==> config.mk <==
export PLATFORM = sky130hd
export DESIGN_NAME = sctrl_capture_sequencer
export DESIGN_NICKNAME = d
export VERILOG_FILES = /design/src/rtl/sctrl_pkg.sv /design/src/rtl/sctrl_capture_sequencer.sv
export SDC_FILE = /design/constraint.sdc
export NUM_CORES = 1
export LEC_CHECK = 0
export ABC_AREA = 1
export CAP_MARGIN = 40
export CORE_ASPECT_RATIO = 1.25
export CORE_MARGIN = 4
export CORE_UTILIZATION = 44
export DETAILED_ROUTE_END_ITERATION = 10
export PLACE_DENSITY = 0.72
export SYNTH_ARGS = -nofsm -noshare
export SYNTH_HDL_FRONTEND = slang
export SYNTH_SLANG_ARGS = --single-unit
==> constraint.sdc <==
create_clock -name CLK -period 3.2 [get_ports CLK]
set_input_delay 0.8 -clock CLK [delete_from_list [all_inputs] [get_ports CLK]]
set_output_delay 0.8 -clock CLK [all_outputs]
set_load 0.02 [all_outputs]
run_1/layer_met1.png
The bar under the picture is 20 µm long. Supply wires on this layer in grey.
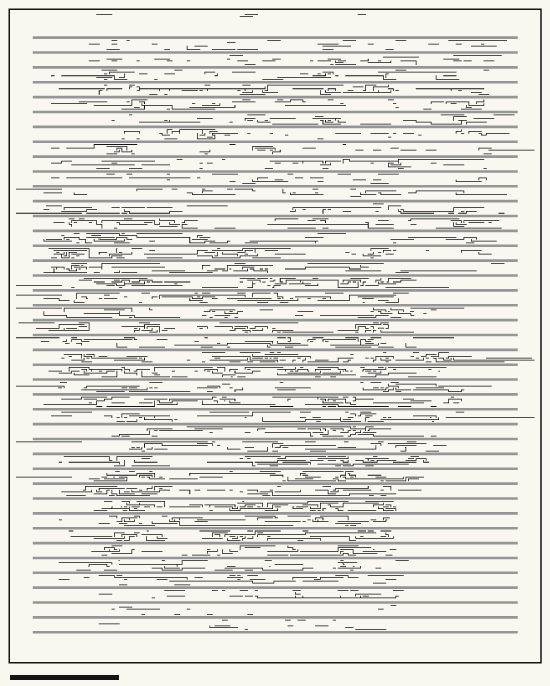
share of all routed wire	40%
nets with wire on the layer	677
main direction	horizontal
longest straight run	29.9 µm
Routed WL: 11130 µm
vias: 3997
routing usage on met1: 0.2487

run_1/layer_met2.png
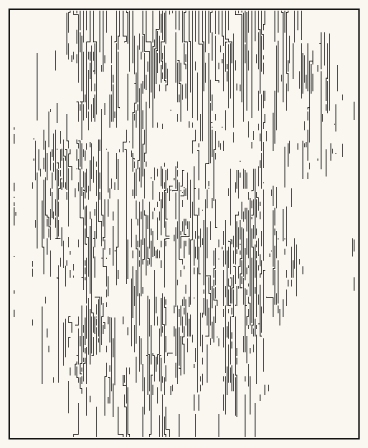
main direction	vertical
wire length on this layer	5920 µm
nets with wire on the layer	589
share of all routed wire	53%
GR Layer Usage met2: 0.3459

run_1/layer_met3.png
The bar under the picture is 20 µm long.
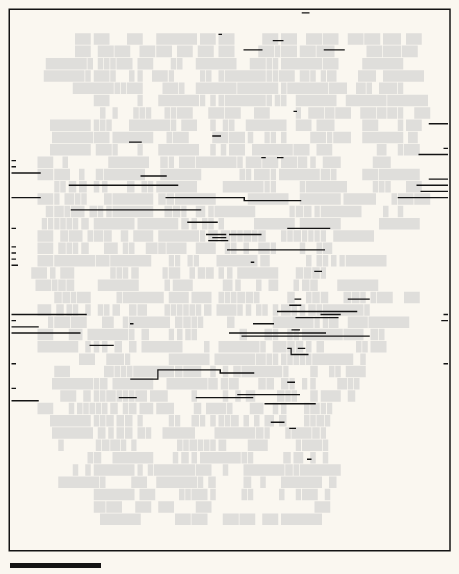
main direction	horizontal
share of all routed wire	4.0%
nets with wire on the layer	54
wire length on this layer	449 µm
longest straight run	28.5 µm
M3 GR Usage: 0.03456

run_1/layer_met4.png
Supply wires on this layer in grey.
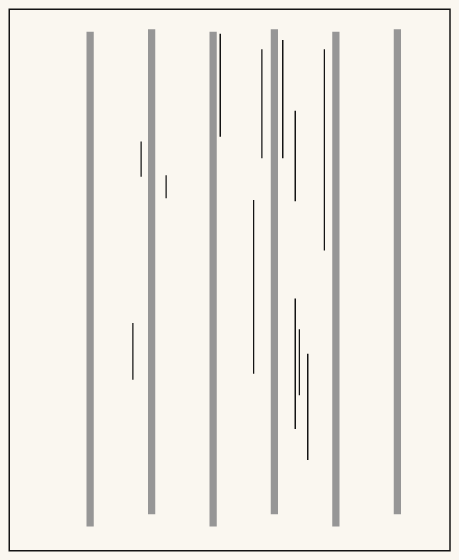
nets with wire on the layer	8
main direction	vertical
wire length on this layer	265 µm
share of all routed wire	2.4%

==> notes.md <==
run results: Detailed Route Iter0 Violations=279, Die H=119.3 µm, CTS tree=built, Die Area=0.01158 mm², fp util=0.4514, Setup Skew=5.481 ps, fin cells=798, CTS Buf Count=9, vias per std cell=5.009, H-tree levels=3, number of flip-flops in the largest register=32, worst hold path type=in -> async, placed cells=782, Die X=97.04 µm, crit path max fanout=27, Cells after Synth=564, period utilisation layout=0.7250, Port Buffers=101, Detailed Routing Iterations Pass 1=5, number of antenna diodes=0, Num Clock Sinks=80, Met3 Wirelength=449 µm, library cells used by synthesis=29, Area leader share=0.4591, Ys Warns=0, Sequential Area=0.002002 mm², reg2reg setup slack=950 ps, area reported by Yosys stat=0.004360 mm², Post-DP Area=0.005489 mm², Log Warnings=26, Floorplan Nets=630, initial antenna violation count=0, Most common reg cell=dfrtp_1, Synth Area per Inst=7.731 µm², Max-slew headroom=0.6538, min Tclk post-route=2320 ps, Fin. Hold Viols=0, Max-Cap Viols=0, largest net degree at the start of global routing=44, startpoint types=input pin, RSZ-0062 raised after global routing=false, drt wl/cell=13.94 µm, first-pass GRT wire length=19170 µm, Yosys top cell by area=dfrtp_1, Finished Core Util=0.5957, CP Class=in -> reg, WL met1=4489 µm, FMAX=431.0 MHz, clk latency late pin=330 ps, Crit path arrival time=2590 ps, row count=40, number of flops mapped to enable cells by yosys=0, global route overflow=0, CTS root buf=clkbuf_16, highest routed layer=met4, Seq cells post-synth=80, GRT Util Overall=0.1999, met2 WL=5924 µm, Crit. End Element=flip-flop, MI comb area=0.002038 mm², Setup Buffers After CTS=0, Synth Seq Share=0.4591, # Cells Yosys=564, Critical Path RT=3470 ps, GR peak layer=met2, Synth top cells by count=209 x nand2_1, 80 x dfrtp_1, 56 x nand3_1, synth top area cells=dfrtp_1 46%, nand2_1 18%, nand3_1 6.4%, clock buffer depth=2, area grow syn2layout=31.97%, final setup fails=0, Pwr Density=752.1 mW/mm², IO Count=102, setup TNS=0 ps, Filler cells=845, share of layout cells above drive strength 1=0.08185, post_cts resized=0, Final Wtd Congestion=0.8824, Worst Reg2Reg Path Length in Cells=12, vias in the first global route=4115, DRC Markers=0, Leak Pwr=2.922 nW, outcome=complete, no violations, post-synthesis async set-or-reset flop share=1.000, Hold-fix buffers, CTS=0, Yosys top cell by instances=nand2_1, DP Wirelength=8402 µm, clk slew on worst S/H paths=60 ps, nets=733, design area=0.005754 mm², Post-DRT Antenna Nets=0, Slew @ Worst Pin=519.3 ps, Mapped Area=0.004360 mm², CORE AREA=0.009659 mm², Peak VDD IR=0.3487 mV, fin. max-slew vios=0
## run 1: cells by family after synthesis
group                      share of synthesized area
and+or+nand+nor                               0.3633
DFF                                           0.4591
buffers and inverters                        0.07345
AOI/OAI and AO/OA                            0.04505
adders and majority gates                    0.04304
xor gates and xnor gates                     0.01607
## run 1: report_power, final
part / internal [mW] / leakage [nW] / total, mW / switching [mW]
registers: 1.33 / 1.03 / 1.58 / 0.251
logic: 0.773 / 1.76 / 1.83 / 1.06
clock network: 0.525 / 0.134 / 0.917 / 0.392
total: 2.63 / 2.92 / 4.33 / 1.70
## run 1: layout by cell type, fill, tap and decap left out, drive strengths merged
cell type        n
clkdlybuf4s50  100
ha              15
nand2          233
clkbuf          11
nand3b           1
xnor2            1
xor2             7
o22ai            5
nor3             7
nand4           13
inv             53
nor2            44
clkinv           6
buf              7
dfrtp           80
nand3           56
a21oi            8
o21ai           25
## run 1: metrics by stage
| step | hold WS, ps | setup WS [ps] | total power, mW |
|---|---|---|---|
| 5_1_grt | 466.3 | 736.5 | 4.692 |
| 6_report | 437.8 | 880.0 | 4.328 |
| 2_1_floorplan | 477.5 | 1375 | 2.706 |
| 3_5_place_dp | 464.2 | 549.7 | 3.433 |
| 4_1_cts | 455.1 | 896.3 | 4.371 |
| 3_3_place_gp | 460.4 | 602.7 | 3.388 |
## run 1: area by class of cell
type                       count  share of cell area
inverter                      54             0.03696
multi-input combinational    415              0.3542
clock inverter                 5            0.005653
sequential                    80              0.3479
tap                          126             0.02740
clock buffer                  11             0.04044
timing repair buffer         107              0.1874
## run 1: critical path: stages
cell,delay [ps]
clkdlybuf4s50_1,500
inv_2,50
nand2_1,50
nand2_1,50
nor2_1,90
nand2_1,110
nor2_4,170
nand2_4,140
inv_4,280
buf_12,220
nand2_4,60
nand2_2,50
Power figures rest on the tool's default switching activity, not on a simulated workload.
